### src/rtl/store_queue_pkg.sv
`default_nettype none
// ============================================================================
// Module   : store_queue_pkg
// Brief    : Shared entry type and default sizing for the store queue.
// Revision : 1.0 - initial release
// ============================================================================
package store_queue_pkg;

  localparam int SQ_DEPTH_DEFAULT = 8;
  localparam int SQ_ADDR_W        = 16;
  localparam int SQ_DATA_W        = 16;
  localparam int SQ_BE_W          = SQ_DATA_W / 8;

  typedef struct packed {
    logic                 wb;
    logic [SQ_ADDR_W-1:0] addr;
    logic [SQ_DATA_W-1:0] data;
    logic [SQ_BE_W-1:0]   be;
  } sq_entry_t;

endpackage
`default_nettype wire

### src/rtl/store_queue_if.sv
`default_nettype none
// ============================================================================
// Module   : store_queue_if
// Brief    : Issue / writeback / commit / load-bypass / memory-drain bundle.
// Revision : 1.0 - initial release
// ============================================================================
interface store_queue_if
  import store_queue_pkg::*;
#(
  parameter int SQ_DEPTH = SQ_DEPTH_DEFAULT,
  parameter int ADDR_W   = SQ_ADDR_W,
  parameter int DATA_W   = SQ_DATA_W
);
  localparam int IDX_W = $clog2(SQ_DEPTH);
  localparam int BE_W  = DATA_W / 8;

  logic              issue_v_i;
  logic              issue_ready_o;
  logic [IDX_W-1:0]  issue_idx_o;

  logic              wb_v_i;
  logic [IDX_W-1:0]  wb_idx_i;
  logic [ADDR_W-1:0] wb_addr_i;
  logic [DATA_W-1:0] wb_data_i;
  logic [BE_W-1:0]   wb_be_i;

  logic              commit_v_i;
  logic              commit_ready_o;
  logic              flush_i;

  logic [ADDR_W-1:0] ld_addr_i;
  logic [IDX_W-1:0]  ld_idx_i;
  logic [BE_W-1:0]   ld_be_i;
  logic              ld_hit_o;
  logic [DATA_W-1:0] ld_data_o;
  logic              ld_stall_o;

  logic              mem_v_o;
  logic              mem_ready_i;
  logic [ADDR_W-1:0] mem_addr_o;
  logic [DATA_W-1:0] mem_data_o;
  logic [BE_W-1:0]   mem_be_o;

  modport master (
    output issue_v_i, wb_v_i, wb_idx_i, wb_addr_i, wb_data_i, wb_be_i,
    output commit_v_i, flush_i, ld_addr_i, ld_idx_i, ld_be_i, mem_ready_i,
    input  issue_ready_o, issue_idx_o, commit_ready_o,
    input  ld_hit_o, ld_data_o, ld_stall_o,
    input  mem_v_o, mem_addr_o, mem_data_o, mem_be_o
  );

  modport slave (
    input  issue_v_i, wb_v_i, wb_idx_i, wb_addr_i, wb_data_i, wb_be_i,
    input  commit_v_i, flush_i, ld_addr_i, ld_idx_i, ld_be_i, mem_ready_i,
    output issue_ready_o, issue_idx_o, commit_ready_o,
    output ld_hit_o, ld_data_o, ld_stall_o,
    output mem_v_o, mem_addr_o, mem_data_o, mem_be_o
  );

endinterface
`default_nettype wire

### src/rtl/sq_youngest_match.sv
`default_nettype none
// ============================================================================
// Module   : sq_youngest_match
// Brief    : Picks the youngest set bit among the first LIMIT slots after BASE.
// Revision : 1.0 - initial release
// ============================================================================
module sq_youngest_match
  import store_queue_pkg::*;
#(
  parameter int DEPTH = SQ_DEPTH_DEFAULT
) (
  input  logic [DEPTH-1:0]         match,
  input  logic [$clog2(DEPTH)-1:0] base,
  input  logic [$clog2(DEPTH):0]   limit,
  output logic                     found,
  output logic [$clog2(DEPTH)-1:0] sel
);
  localparam int IDX_W = $clog2(DEPTH);
  localparam int PTR_W = IDX_W + 1;

  logic [DEPTH-1:0] w_rot;
  logic [IDX_W-1:0] w_off;

  // Slot k of the rotated vector is the k-th oldest entry counting from base.
  generate
    for (genvar g = 0; g < DEPTH; g++) begin : g_rot
      logic [IDX_W-1:0] w_pos;
      assign w_pos    = base + IDX_W'(g);
      assign w_rot[g] = match[w_pos];
    end
  endgenerate

  always_comb begin
    found = 1'b0;
    w_off = '0;
    for (int k = 0; k < DEPTH; k++) begin
      if (w_rot[k] && (PTR_W'(k) < limit)) begin
        found = 1'b1;
        w_off = IDX_W'(k);
      end
    end
  end

  assign sel = base + w_off;

endmodule
`default_nettype wire

### src/rtl/store_queue.sv
`default_nettype none
// ============================================================================
// Module   : store_queue
// Brief    : Circular store queue with commit, flush, memory drain and load bypass.
// Revision : 1.0 - initial release
// ============================================================================
module store_queue
  import store_queue_pkg::*;
#(
  parameter int SQ_DEPTH = SQ_DEPTH_DEFAULT,
  parameter int ADDR_W   = SQ_ADDR_W,
  parameter int DATA_W   = SQ_DATA_W
) (
  input  logic         clk_i,
  input  logic         reset_ni,
  store_queue_if.slave sq
);
  localparam int BE_W  = DATA_W / 8;
  localparam int IDX_W = $clog2(SQ_DEPTH);
  localparam int PTR_W = IDX_W + 1;
  localparam logic [PTR_W-1:0] PTR_ONE   = PTR_W'(1);
  localparam logic [PTR_W-1:0] PTR_DEPTH = PTR_W'(SQ_DEPTH);

  logic [PTR_W-1:0] r_head;
  logic [PTR_W-1:0] r_commit;
  logic [PTR_W-1:0] r_tail;
  sq_entry_t        r_ent [SQ_DEPTH];

  logic [IDX_W-1:0]    w_head_idx;
  logic [IDX_W-1:0]    w_commit_idx;
  logic [IDX_W-1:0]    w_tail_idx;
  logic [PTR_W-1:0]    w_live_cnt;
  logic [PTR_W-1:0]    w_spec_cnt;
  logic [PTR_W-1:0]    w_commit_off;
  logic [PTR_W-1:0]    w_commit_nxt;
  logic [IDX_W-1:0]    w_wb_off;
  logic                w_full;
  logic                w_issue_fire;
  logic                w_wb_fire;
  logic                w_commit_ready;
  logic                w_commit_fire;
  logic                w_mem_v;
  logic                w_mem_fire;
  logic [SQ_DEPTH-1:0] w_discard;

  logic [ADDR_W-1:0]   w_ld_addr;
  logic [IDX_W-1:0]    w_ld_off;
  logic [PTR_W-1:0]    w_ld_lim;
  logic [PTR_W-1:0]    w_older_lim;
  logic [SQ_DEPTH-1:0] w_match;
  logic [SQ_DEPTH-1:0] w_unres;
  logic                w_found;
  logic [IDX_W-1:0]    w_sel;
  logic [BE_W-1:0]     w_sel_be;
  logic [DATA_W-1:0]   w_sel_data;
  logic                w_cover;
  logic                w_stall;
  logic                w_hit;

  assign w_head_idx   = r_head[IDX_W-1:0];
  assign w_commit_idx = r_commit[IDX_W-1:0];
  assign w_tail_idx   = r_tail[IDX_W-1:0];
  assign w_live_cnt   = r_tail - r_head;
  assign w_spec_cnt   = r_tail - r_commit;
  assign w_commit_off = r_commit - r_head;
  assign w_full       = (w_head_idx == w_tail_idx) && (r_head[IDX_W] != r_tail[IDX_W]);

  // Issue.
  assign sq.issue_ready_o = !w_full && !sq.flush_i;
  assign sq.issue_idx_o   = w_tail_idx;
  assign w_issue_fire     = sq.issue_v_i && sq.issue_ready_o;

  // Writeback only lands on allocated, not-yet-committed entries.
  assign w_wb_off  = sq.wb_idx_i - w_commit_idx;
  assign w_wb_fire = sq.wb_v_i && !sq.flush_i && ({1'b0, w_wb_off} < w_spec_cnt);

  // Commit.
  assign w_commit_ready    = (r_commit != r_tail) && r_ent[w_commit_idx].wb;
  assign sq.commit_ready_o = w_commit_ready;
  assign w_commit_fire     = sq.commit_v_i && w_commit_ready;
  assign w_commit_nxt      = w_commit_fire ? (r_commit + PTR_ONE) : r_commit;

  // Memory drain from head.
  assign w_mem_v       = (r_head != r_commit);
  assign w_mem_fire    = w_mem_v && sq.mem_ready_i;
  assign sq.mem_v_o    = w_mem_v;
  assign sq.mem_addr_o = r_ent[w_head_idx].addr;
  assign sq.mem_data_o = r_ent[w_head_idx].data;
  assign sq.mem_be_o   = r_ent[w_head_idx].be;

  // Entries between the post-commit pointer and tail are dropped on flush.
  generate
    for (genvar g = 0; g < SQ_DEPTH; g++) begin : g_discard
      logic [IDX_W-1:0] w_off;
      assign w_off        = IDX_W'(g) - w_commit_nxt[IDX_W-1:0];
      assign w_discard[g] = sq.flush_i && ({1'b0, w_off} < (r_tail - w_commit_nxt));
    end
  endgenerate

  always_ff @(posedge clk_i or negedge reset_ni) begin
    if (!reset_ni) begin
      r_head   <= '0;
      r_commit <= '0;
      r_tail   <= '0;
      for (int i = 0; i < SQ_DEPTH; i++) begin
        r_ent[i] <= '0;
      end
    end else begin
      if (w_mem_fire) begin
        r_head <= r_head + PTR_ONE;
      end
      r_commit <= w_commit_nxt;
      if (sq.flush_i) begin
        r_tail <= w_commit_nxt;
      end else if (w_issue_fire) begin
        r_tail <= r_tail + PTR_ONE;
      end
      for (int i = 0; i < SQ_DEPTH; i++) begin
        if (w_discard[i]) begin
          r_ent[i].wb <= 1'b0;
        end else if (w_issue_fire && (w_tail_idx == IDX_W'(i))) begin
          r_ent[i].wb <= 1'b0;
        end else if (w_wb_fire && (sq.wb_idx_i == IDX_W'(i))) begin
          r_ent[i].wb   <= 1'b1;
          r_ent[i].addr <= sq.wb_addr_i;
          r_ent[i].data <= sq.wb_data_i;
          r_ent[i].be   <= sq.wb_be_i;
        end
      end
    end
  end

  // A load whose captured tail equals head on a full queue sees every entry as older.
  assign w_ld_addr   = sq.ld_addr_i;
  assign w_ld_off    = sq.ld_idx_i - w_head_idx;
  assign w_ld_lim    = ((w_ld_off == '0) && w_full) ? PTR_DEPTH : {1'b0, w_ld_off};
  assign w_older_lim = (w_ld_lim < w_live_cnt) ? w_ld_lim : w_live_cnt;

  generate
    for (genvar g = 0; g < SQ_DEPTH; g++) begin : g_bypass
      logic [IDX_W-1:0] w_off;
      logic             w_older;
      assign w_off      = IDX_W'(g) - w_head_idx;
      assign w_older    = ({1'b0, w_off} < w_older_lim);
      assign w_match[g] = r_ent[g].wb && (r_ent[g].addr == w_ld_addr)
                          && (|(r_ent[g].be & sq.ld_be_i));
      assign w_unres[g] = w_older && ({1'b0, w_off} >= w_commit_off) && !r_ent[g].wb;
    end
  endgenerate

  sq_youngest_match #(
    .DEPTH (SQ_DEPTH)
  ) u_youngest (
    .match (w_match),
    .base  (w_head_idx),
    .limit (w_older_lim),
    .found (w_found),
    .sel   (w_sel)
  );

  assign w_sel_be   = r_ent[w_sel].be;
  assign w_sel_data = r_ent[w_sel].data;
  assign w_cover    = ((w_sel_be & sq.ld_be_i) == sq.ld_be_i);
  assign w_stall    = !sq.flush_i && ((|w_unres) || (w_found && !w_cover));
  assign w_hit      = !sq.flush_i && w_found && w_cover && !w_stall;

  assign sq.ld_stall_o = w_stall;
  assign sq.ld_hit_o   = w_hit;
  assign sq.ld_data_o  = w_hit ? w_sel_data : '0;

  a_commit_needs_ready : assert property (
    @(posedge clk_i) disable iff (!reset_ni) sq.commit_v_i |-> w_commit_ready
  );

endmodule
`default_nettype wire

### src/flat_wrapper.sv
// flat-port wrapper written by rule: the top's interface ports become plain ports
module store_queue_flat import store_queue_pkg::*;
#(
  parameter int SQ_DEPTH = SQ_DEPTH_DEFAULT,
  parameter int ADDR_W   = SQ_ADDR_W,
  parameter int DATA_W   = SQ_DATA_W
)
  (clk_i, reset_ni, sq_issue_v_i, sq_wb_v_i, sq_wb_idx_i, sq_wb_addr_i, sq_wb_data_i, sq_wb_be_i, sq_commit_v_i, sq_flush_i, sq_ld_addr_i, sq_ld_idx_i, sq_ld_be_i, sq_mem_ready_i, sq_issue_ready_o, sq_issue_idx_o, sq_commit_ready_o, sq_ld_hit_o, sq_ld_data_o, sq_ld_stall_o, sq_mem_v_o, sq_mem_addr_o, sq_mem_data_o, sq_mem_be_o);
  store_queue_if #(.SQ_DEPTH(SQ_DEPTH), .ADDR_W(ADDR_W), .DATA_W(DATA_W)) sq_i ();
  input  logic clk_i;
  input  logic reset_ni;
  input wire logic [$bits(sq_i.issue_v_i)-1:0] sq_issue_v_i;
  input wire logic [$bits(sq_i.wb_v_i)-1:0] sq_wb_v_i;
  input wire logic [$bits(sq_i.wb_idx_i)-1:0] sq_wb_idx_i;
  input wire logic [$bits(sq_i.wb_addr_i)-1:0] sq_wb_addr_i;
  input wire logic [$bits(sq_i.wb_data_i)-1:0] sq_wb_data_i;
  input wire logic [$bits(sq_i.wb_be_i)-1:0] sq_wb_be_i;
  input wire logic [$bits(sq_i.commit_v_i)-1:0] sq_commit_v_i;
  input wire logic [$bits(sq_i.flush_i)-1:0] sq_flush_i;
  input wire logic [$bits(sq_i.ld_addr_i)-1:0] sq_ld_addr_i;
  input wire logic [$bits(sq_i.ld_idx_i)-1:0] sq_ld_idx_i;
  input wire logic [$bits(sq_i.ld_be_i)-1:0] sq_ld_be_i;
  input wire logic [$bits(sq_i.mem_ready_i)-1:0] sq_mem_ready_i;
  output wire logic [$bits(sq_i.issue_ready_o)-1:0] sq_issue_ready_o;
  output wire logic [$bits(sq_i.issue_idx_o)-1:0] sq_issue_idx_o;
  output wire logic [$bits(sq_i.commit_ready_o)-1:0] sq_commit_ready_o;
  output wire logic [$bits(sq_i.ld_hit_o)-1:0] sq_ld_hit_o;
  output wire logic [$bits(sq_i.ld_data_o)-1:0] sq_ld_data_o;
  output wire logic [$bits(sq_i.ld_stall_o)-1:0] sq_ld_stall_o;
  output wire logic [$bits(sq_i.mem_v_o)-1:0] sq_mem_v_o;
  output wire logic [$bits(sq_i.mem_addr_o)-1:0] sq_mem_addr_o;
  output wire logic [$bits(sq_i.mem_data_o)-1:0] sq_mem_data_o;
  output wire logic [$bits(sq_i.mem_be_o)-1:0] sq_mem_be_o;
  assign sq_i.issue_v_i = sq_issue_v_i;
  assign sq_i.wb_v_i = sq_wb_v_i;
  assign sq_i.wb_idx_i = sq_wb_idx_i;
  assign sq_i.wb_addr_i = sq_wb_addr_i;
  assign sq_i.wb_data_i = sq_wb_data_i;
  assign sq_i.wb_be_i = sq_wb_be_i;
  assign sq_i.commit_v_i = sq_commit_v_i;
  assign sq_i.flush_i = sq_flush_i;
  assign sq_i.ld_addr_i = sq_ld_addr_i;
  assign sq_i.ld_idx_i = sq_ld_idx_i;
  assign sq_i.ld_be_i = sq_ld_be_i;
  assign sq_i.mem_ready_i = sq_mem_ready_i;
  assign sq_issue_ready_o = sq_i.issue_ready_o;
  assign sq_issue_idx_o = sq_i.issue_idx_o;
  assign sq_commit_ready_o = sq_i.commit_ready_o;
  assign sq_ld_hit_o = sq_i.ld_hit_o;
  assign sq_ld_data_o = sq_i.ld_data_o;
  assign sq_ld_stall_o = sq_i.ld_stall_o;
  assign sq_mem_v_o = sq_i.mem_v_o;
  assign sq_mem_addr_o = sq_i.mem_addr_o;
  assign sq_mem_data_o = sq_i.mem_data_o;
  assign sq_mem_be_o = sq_i.mem_be_o;
  store_queue #(.SQ_DEPTH(SQ_DEPTH), .ADDR_W(ADDR_W), .DATA_W(DATA_W)) u_core (.clk_i(clk_i), .reset_ni(reset_ni), .sq(sq_i));
endmodule
### config.mk
export PLATFORM = sky130hd
export DESIGN_NAME = store_queue_flat
export DESIGN_NICKNAME = d
export VERILOG_FILES = /design/src/rtl/store_queue_pkg.sv /design/src/rtl/store_queue_if.sv /design/src/rtl/sq_youngest_match.sv /design/src/rtl/store_queue.sv /design/src/flat_wrapper.sv
export SDC_FILE = /design/constraint.sdc
export NUM_CORES = 1
export LEC_CHECK = 0
export CAP_MARGIN = 20
export CORE_UTILIZATION = 45
export DETAILED_ROUTE_END_ITERATION = 12
export PLACE_DENSITY_LB_ADDON = 0.2
export SYNTH_ARGS = -nofsm -noshare
export SYNTH_HDL_FRONTEND = slang
export SYNTH_SLANG_ARGS = --single-unit
### constraint.sdc
create_clock -name clk_i -period 10.8 [get_ports clk_i]
set_input_delay 3.24 -clock clk_i [delete_from_list [all_inputs] [get_ports clk_i]]
set_output_delay 3.24 -clock clk_i [all_outputs]
set_load 0.01 [all_outputs]
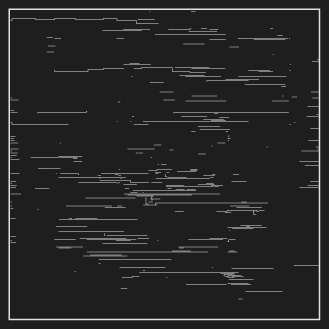
Run 1: metal 3
Scale: 1.5 px per um.
- nets with wire on the layer: 173
- wire length on this layer: 3,160 um
- share of all routed wire: 5.5%
- longest straight run: 76.8 um
- main direction: horizontal
met3 Track Usage GR: 4.71%
routed via count: 14,100
DRT Wirelength: 57.5 mm

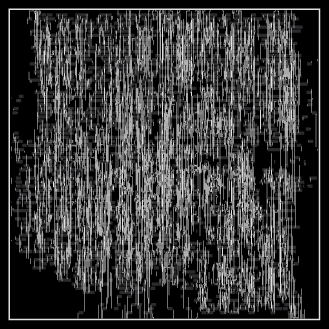
Run 1: metal 2
Scale: 1.5 px per um. Cells faint in the background.
- wire length on this layer: 27.4 mm
- main direction: vertical
- longest straight run: 81.4 um

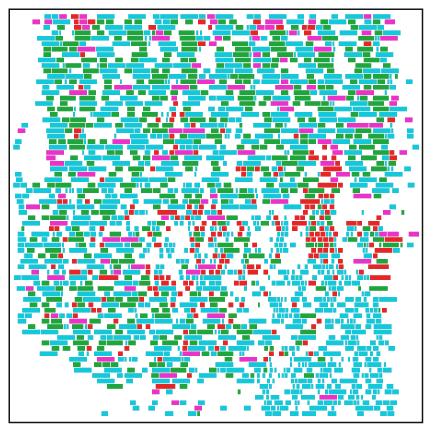
Run 1: cells by drive strength
Scale: 2 px per um.
- _3 and _4 cells: red (cells 231; share 12%)
- _2 cells: green (cells 462; share 25%)
- _0 and _1 cells: cyan (cells 1,084; share 58%)
- _6 and larger: magenta (cells 102; share 5.4%)
Signal buffers: 349
post-route cell area: 23,900 um2
slack of the critical path: -0.534 ns
area delta synth->final: 27.7%

==> job_summary.md, run 1 <==
### Metrics collected by this job

| Metric | Value |
|---|---|
| CP required | `7.56 ns` |
| Highest routed layer | `met4` |
| CTS Sinks | `292` |
| Xor/xnor share | `7.59%` |
| Main logic family | `multiplexers` |
| Clkbuf count | `54` |
| Main flop type | `dfrtp_1` |
| Post-Syn Nets | `1,695` |
| Biggest register | `u_core.r_ent` |
| I/O Pins | `123` |
| Synth warn | `0` |
| Worst-Skew Late Latency | `0.55 ns` |
| Row Count | `74` |
| Buffer share of cell area | `13.3%` |
| Top Layout Cells | `dfrtp_1, mux2_2, buf_4` |
| ANT nets after route | `0` |
| Post-route core utilization | `58.4%` |
| Postcts setup bufs | `31` |
| Initial antenna violation count | `1` |
| CP Data Arrival Time | `8.09 ns` |
| Top power group | `combinational cells` |
| Register area | `7320 um2` |
| Slack of the critical path | `-0.534 ns` |
| Setup crit end | `sq_ld_data_o[1]` |
| Root buf cell | `clkbuf_16` |
| Post-cts resize count | `164` |
| Grt peak-use layer | `met2` |
| Power in the clock group | `0.00120 W` |
| Psw | `0.00382 W` |
| Clock network share of area | `4.83%` |
| Placed cell count | `2,296` |
| Die Y | `206 um` |
| Cell area leaders | `dfrtp_1, mux2_2, mux4_2` |
| Sequential power | `0.00209 W` |
| Worst r2r src | `u_core.r_commit[0]` |
| Tapcells | `532` |
| Cycle use final | `105%` |
| Finish-stage setup viols | `18` |
| Largest net degree at the start of global routing | `129` |
| Commonest cells post-synth | `dfrtp_1, mux2_2, nand2_1, mux4_2, xnor2_1` |
| Count leader, synth | `dfrtp_1` |
| Total Power | `0.00928 W` |
| Hold Startpoint | `u_core.r_ent[189]` |
| R2r setup slk | `6.42 ns` |
| Met3 WL | `3.16 mm` |
| Core area | `40,900 um2` |
| Worst-path maximum fanout | `5` |
| CTS Hold Bufs | `0` |
| Hold Path Cell Cnt | `1` |
| Flop pwr share | `22.5%` |
| Cell Type Count | `72` |
| Fin Setup TNS | `-8.73 ns` |
| Vias in the first global route | `14,300` |
| RSZ-0062 raised after global routing | `true` |
| Max Root-Sink Buffers | `3` |
| Hold WC Path Type | `reg2reg` |
| Total die size | `42,400 um2` |
| Reg clk slew, reported paths | `0.06 ns` |
| CP startpoint | `sq_ld_addr_i[4]` |
| DRC viols | `0` |
| Ys cells | `1,553` |
| Post-synth seq share | `39.1%` |
| Most common logic cell in the routed design | `dfrtp_1` |
| Failing checks | `setup timing` |
| CP Capture Type | `output port` |
| Placed instance area | `21,800 um2` |
| Worst vdd ir | `0.292 mV` |
| H-tree levels | `2` |
| Hpwl dp | `37.9 mm` |
| Max Freq | `88.2 MHz` |
| Clock skew | `0.0171 ns` |
| Slew Limit Fails | `0` |
| Die W | `206 um` |
| CP max-delay cell | `fa_2` |
| Num CTS Buffers | `36` |
| Met1 Routed Length | `25.3 mm` |
| Minimum clock period | `11.33 ns` |
| Outcome | `finished, violations left` |
| Setup slack at placement | `-1.42 ns` |
| Hold Path Sink | `u_core.r_ent[189]` |
| Initial core utilization | `45.7%` |
| Max-cap viol count | `0` |
Run 1, routing congestion map:
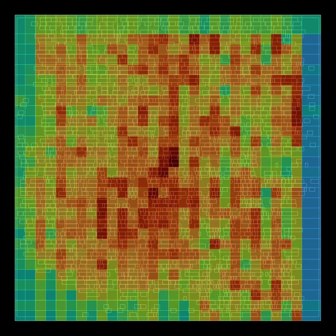

==> run 1 -> run 2 <==
--- a/config.mk
+++ b/config.mk
@@ -6,6 +6,7 @@
 export NUM_CORES = 1
 export LEC_CHECK = 0
 export CAP_MARGIN = 20
+export CORE_MARGIN = 10
 export CORE_UTILIZATION = 45
 export DETAILED_ROUTE_END_ITERATION = 12
 export PLACE_DENSITY_LB_ADDON = 0.2
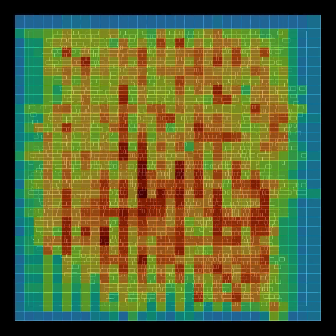
Run 2: routing congestion map
GR Util met2: 36.9%
grt peak-use layer: met2
wire per inst: 24.5 um
met3 Track Usage GR: 4.94%

==> run 2 against run 1 <==
  * Sequential power hardly changed
  * The run still ends with setup timing left
  * First-iteration DRC count grew 26%
  * Largest cell class unchanged
  * Critical path depth is 2 higher
==> job_summary.md, run 2 <==
### Metrics collected by this job

| Metric | Value |
|---|---|
| Hold Path Cell Cnt | `1 (unchanged)` |
| Post-route cell area | `23,800 um2 (was 23,900 um2)` |
| Die Y | `224 um (was 206 um)` |
| Worst-Skew Late Latency | `0.53 ns (was 0.55 ns)` |
| Tapcells | `532 (unchanged)` |
| Post-cts resize count | `181 (was 164)` |
| Buffer share of cell area | `12.5% (was 13.3%)` |
| I/O Pins | `123 (unchanged)` |
| H-tree levels | `2 (unchanged)` |
| Die W | `224 um (was 206 um)` |
| Vias in the first global route | `14,700 (was 14,300)` |
| Flop pwr share | `22.8% (was 22.5%)` |
| Outcome | `finished, violations left (unchanged)` |
| Cell area leaders | `dfrtp_1, mux2_2, mux4_2 (unchanged)` |
| Most common logic cell in the routed design | `dfrtp_1 (unchanged)` |
| Clock skew | `0.0106 ns (was 0.0171 ns)` |
| Core area | `40,900 um2 (unchanged)` |
| Setup slack at placement | `-1.45 ns (was -1.42 ns)` |
| CP startpoint | `sq_ld_idx_i[0] (was sq_ld_addr_i[4])` |
| Slew Limit Fails | `0 (unchanged)` |
| Biggest register | `u_core.r_ent (unchanged)` |
| Initial core utilization | `45.7% (unchanged)` |
| Hold Startpoint | `u_core.r_ent[6] (was u_core.r_ent[189])` |
| Max Freq | `89.2 MHz (was 88.2 MHz)` |
| CP Capture Type | `output port (unchanged)` |
| Initial antenna violation count | `4 (was 1)` |
| Area delta synth->final | `27.0% (was 27.7%)` |
| Top Layout Cells | `dfrtp_1, mux2_2, buf_4 (unchanged)` |
| Clock network share of area | `4.87% (was 4.83%)` |
| Post-synth seq share | `39.1% (unchanged)` |
| Psw | `0.00385 W (was 0.00382 W)` |
| Finish-stage setup viols | `18 (unchanged)` |
| Commonest cells post-synth | `dfrtp_1, mux2_2, nand2_1, mux4_2, xnor2_1 (unchanged)` |
| Fin Setup TNS | `-7.11 ns (was -8.73 ns)` |
| Post-route core utilization | `58.0% (was 58.4%)` |
| Synth warn | `0 (unchanged)` |
| Hpwl dp | `39.0 mm (was 37.9 mm)` |
| CP Data Arrival Time | `7.98 ns (was 8.09 ns)` |
| Total die size | `50,100 um2 (was 42,400 um2)` |
| Top power group | `combinational cells (unchanged)` |
| Cycle use final | `104% (was 105%)` |
| Failing checks | `setup timing (unchanged)` |
| Sequential power | `0.00212 W (was 0.00209 W)` |
| Max Root-Sink Buffers | `3 (unchanged)` |
| DRC viols | `0 (unchanged)` |
| Slack of the critical path | `-0.416 ns (was -0.534 ns)` |
| R2r setup slk | `6.37 ns (was 6.42 ns)` |
| Row Count | `74 (unchanged)` |
| Minimum clock period | `11.22 ns (was 11.33 ns)` |
| RSZ-0062 raised after global routing | `true (unchanged)` |
| Worst-path maximum fanout | `6 (was 5)` |
| Placed cell count | `2,294 (was 2,296)` |
| Num CTS Buffers | `35 (was 36)` |
| Post-Syn Nets | `1,695 (unchanged)` |
| Hold Path Sink | `u_core.r_ent[6] (was u_core.r_ent[189])` |
| Largest net degree at the start of global routing | `166 (was 129)` |
| Main logic family | `multiplexers (unchanged)` |
| Cell Type Count | `72 (unchanged)` |
| DRT Wirelength | `58.6 mm (was 57.5 mm)` |
| Signal buffers | `331 (was 349)` |
| CTS Hold Bufs | `0 (unchanged)` |
| Placed instance area | `21,800 um2 (about the same)` |
| CP required | `7.56 ns (about the same)` |
| Max-cap viol count | `0 (unchanged)` |
| CP max-delay cell | `fa_2 (unchanged)` |
| Ys cells | `1,553 (unchanged)` |
| Routed via count | `14,100 (about the same)` |
| Met1 Routed Length | `24.8 mm (was 25.3 mm)` |
| Main flop type | `dfrtp_1 (unchanged)` |
| Register area | `7320 um2 (unchanged)` |
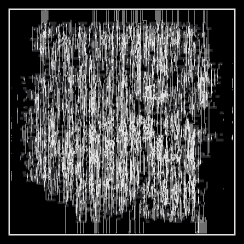
Run 2: metal 2
Scale: 1 px per um. Cells faint in the background.
- wire length on this layer: 28.2 mm
- main direction: vertical

Power and IR drop assume default switching activity.
